File: src/rtl/alu_arbiter.sv
// alu_arbiter: round-robin sharing of one ALU between two requesters,
// with a registered issue stage and a backpressured response stage.
module alu_arbiter #(
    parameter int XLEN = 64
) (
    input  logic            clk,
    input  logic            rst_n,
    input  logic            r0_valid,
    input  logic            r1_valid,
    output logic            r0_gnt,
    output logic            r1_gnt,
    input  logic [6:0]      r0_opcode,
    input  logic [6:0]      r1_opcode,
    input  logic [2:0]      r0_funct3,
    input  logic [2:0]      r1_funct3,
    input  logic [6:0]      r0_funct7,
    input  logic [6:0]      r1_funct7,
    input  logic            r0_alusrc,
    input  logic            r1_alusrc,
    input  logic [XLEN-1:0] r0_imm,
    input  logic [XLEN-1:0] r1_imm,
    input  logic [XLEN-1:0] r0_ValA,
    input  logic [XLEN-1:0] r1_ValA,
    input  logic [XLEN-1:0] r0_ValB,
    input  logic [XLEN-1:0] r1_ValB,
    output logic [6:0]      alu_opcode,
    output logic [2:0]      alu_funct3,
    output logic [6:0]      alu_funct7,
    output logic            alu_alusrc,
    output logic [XLEN-1:0] alu_imm,
    output logic [XLEN-1:0] alu_ValA,
    output logic [XLEN-1:0] alu_ValB,
    input  logic [XLEN-1:0] alu_result,
    input  logic            alu_carry,
    input  logic            alu_overflow,
    input  logic            alu_zero,
    output logic            resp_valid,
    input  logic            resp_ready,
    output logic            resp_id,
    output logic [XLEN-1:0] resp_result,
    output logic            resp_carry,
    output logic            resp_overflow,
    output logic            resp_zero
);
    localparam int FW = 18 + 3 * XLEN;
    logic            r_a_valid;
    logic            r_a_id;
    logic            r_last;
    logic [FW-1:0]   r_a_fields;
    logic            r_resp_valid;
    logic            r_resp_id;
    logic            r_resp_carry;
    logic            r_resp_overflow;
    logic            r_resp_zero;
    logic [XLEN-1:0] r_resp_result;
    logic            w_b_free;
    logic            w_a_free;
    logic [FW-1:0]   w_req0;
    logic [FW-1:0]   w_req1;
    assign w_req0 = {r0_opcode, r0_funct3, r0_funct7, r0_alusrc, r0_imm, r0_ValA, r0_ValB};
    assign w_req1 = {r1_opcode, r1_funct3, r1_funct7, r1_alusrc, r1_imm, r1_ValA, r1_ValB};
    assign w_b_free = !r_resp_valid | resp_ready;
    // Gating with rst_n drops grants the instant reset asserts.
    assign w_a_free = (!r_a_valid | w_b_free) & rst_n;
    assign r0_gnt = w_a_free & r0_valid & (!r1_valid | r_last);
    assign r1_gnt = w_a_free & r1_valid & (!r0_valid | !r_last);
    assign {alu_opcode, alu_funct3, alu_funct7, alu_alusrc, alu_imm, alu_ValA, alu_ValB} = r_a_fields;
    assign resp_valid = r_resp_valid;
    assign resp_id = r_resp_id;
    assign resp_result = r_resp_result;
    assign resp_carry = r_resp_carry;
    assign resp_overflow = r_resp_overflow;
    assign resp_zero = r_resp_zero;
    always_ff @(posedge clk or negedge rst_n) begin
        if (!rst_n) begin
            r_a_valid <= 1'b0;
            r_a_id <= 1'b0;
            r_last <= 1'b1;
            r_a_fields <= '0;
            r_resp_valid <= 1'b0;
            r_resp_id <= 1'b0;
            r_resp_result <= '0;
            r_resp_carry <= 1'b0;
            r_resp_overflow <= 1'b0;
            r_resp_zero <= 1'b0;
        end else begin
            if (r0_gnt | r1_gnt) begin
                r_a_valid <= 1'b1;
                r_a_id <= r1_gnt;
                r_a_fields <= r1_gnt ? w_req1 : w_req0;
                r_last <= r1_gnt;
            end else if (w_a_free) begin
                r_a_valid <= 1'b0;
            end
            if (w_b_free) begin
                r_resp_valid <= r_a_valid;
                if (r_a_valid) begin
                    r_resp_id <= r_a_id;
                    r_resp_result <= alu_result;
                    r_resp_carry <= alu_carry;
                    r_resp_overflow <= alu_overflow;
                    r_resp_zero <= alu_zero;
                end
            end
        end
    end
endmodule
File: config.mk
export PLATFORM = sky130hd
export DESIGN_NAME = alu_arbiter
export DESIGN_NICKNAME = d
export VERILOG_FILES = /design/src/rtl/alu_arbiter.sv
export SDC_FILE = /design/constraint.sdc
export NUM_CORES = 1
export LEC_CHECK = 0
export CAP_MARGIN = 20
export CORE_AREA = 2 2 303 305
export CTS_CLUSTER_SIZE = 28
export DETAILED_ROUTE_END_ITERATION = 8
export DIE_AREA = 0 0 305 307
export GPL_TIMING_DRIVEN = 0
export PLACE_DENSITY = 0.36
export SYNTH_ARGS = -nofsm -noshare
export SYNTH_HDL_FRONTEND = slang
export SYNTH_SLANG_ARGS = --single-unit
File: constraint.sdc
create_clock -name clk -period 1.5 [get_ports clk]
set_clock_uncertainty 0.15 [all_clocks]
set_input_delay 0.375 -clock clk [delete_from_list [all_inputs] [get_ports clk]]
set_output_delay 0.375 -clock clk [all_outputs]
set_load 0.005 [all_outputs]
**Wires at chosen ports, followed through buffers**

Scale bar: 100 um.
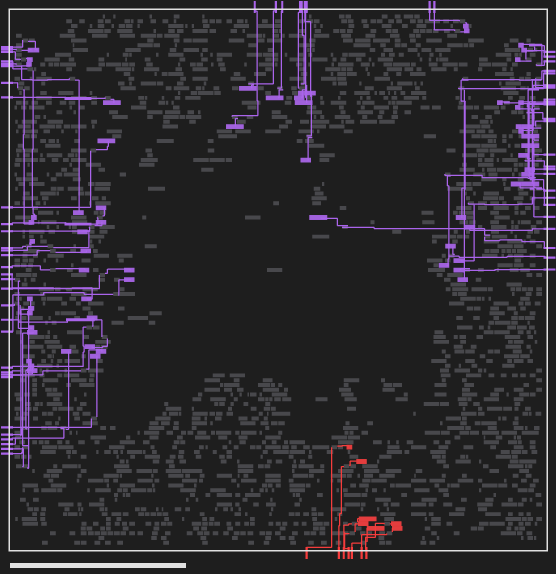
legend:
  `r0_ValA`:
    colour: purple
    bits: 64
    direction: input
    edge: 31 west, 24 east, 9 north
    end_cells: 64
    wire: 3680 um
  `r1_opcode`:
    colour: red
    bits: 7
    direction: input
    edge: south
    end_cells: 7
    wire: 249 um
I/O pins: 773
port buffer count: 772

**Signal wires on met4**

Supply wires on this layer in grey.
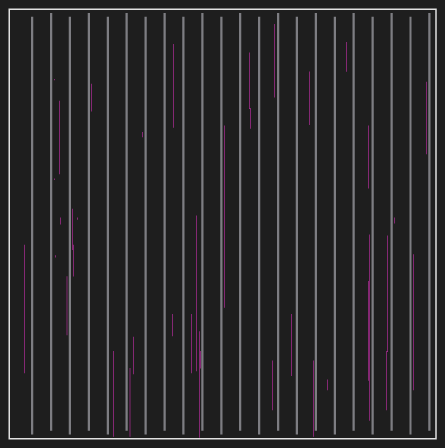
longest straight run: 133 um
main direction: vertical
nets with wire on the layer: 26
final WL: 76210 um
Vias: 12690

**Clock routing**

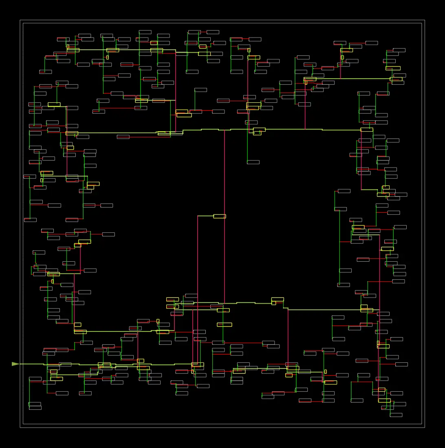
clk_lat worst skew: 550 ps
Flops: 282

**M1 wires**

Supply wires on this layer in grey.
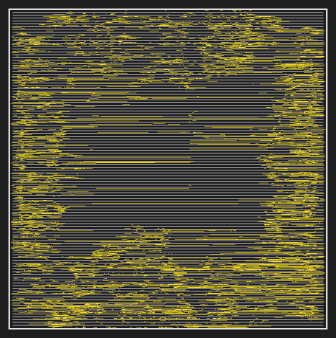
main direction: horizontal
share of all routed wire: 39%
longest straight run: 171 um

==> results.json <==
{
  "synth_top_area_share_pct": 55.82,
  "p_switching_mw": 10.22,
  "critPathSlowestCell": "dfstp_2",
  "p_sw_share_pct": 30.90,
  "post_dp_cell_area_um2": 22650,
  "outcome": "complete, but fails checks",
  "largest_class": "non-clock buffers",
  "post-route-util_pct": 28.13,
  "mux_share_pct": 6.079,
  "top_area_cell": "dfrtp_1",
  "dp_slack_ps": -1650,
  "finalHoldViolCount": 184,
  "violations": "negative hold slack, negative setup slack",
  "ys_ff": 282,
  "hold_slack_ps": -438.4,
  "comb_area_share_pct": 23.96,
  "nNonClkBuffers": 1018,
  "lay_top_count": "clkdlybuf4s50_1",
  "ys_sh_aoi_pct": 30.62,
  "fin_ws_ps": -675.0,
  "p_total_mw": 33.08,
  "routabilityCongestion": 0.8170,
  "cts_tree": "built",
  "internal-power_mw": 22.86,
  "path_depth": 5,
  "top_cells_by_count": "dfrtp_1 (281), o32ai_1 (208), a2bb2oi_1 (191)",
  "setup_violations": 553
}
-- timing repair --
action	4_1_cts	5_1_grt
gates resized	301	673
buffers inserted	25	83
endpoints found under the hold margin	159	153
cloned	11	9
endpoints found under the setup margin	562	562
pin swaps	14	65
-- power by group through the flow --
stage | clock network [mW] | registers [mW] | logic (mW)
finish | 9.93 | 10.7 | 12.4
global route | 10.7 | 11.0 | 13.2
CTS | 10.4 | 10.8 | 12.7
detailed placement | 0 | 10.8 | 11.9
global placement | 0 | 10.8 | 12.0
floorplan | 0 | 10.8 | 4.33
-- metal layers --
layer  track usage [%]  vias to the layer above
li1                  -                     5722
met4             3.742                       14
met5                 0                        -
met1             16.98                     6343
met3             5.582                       83
met2             27.70                      523
Power figures rest on the tool's default switching activity, not on a simulated workload.
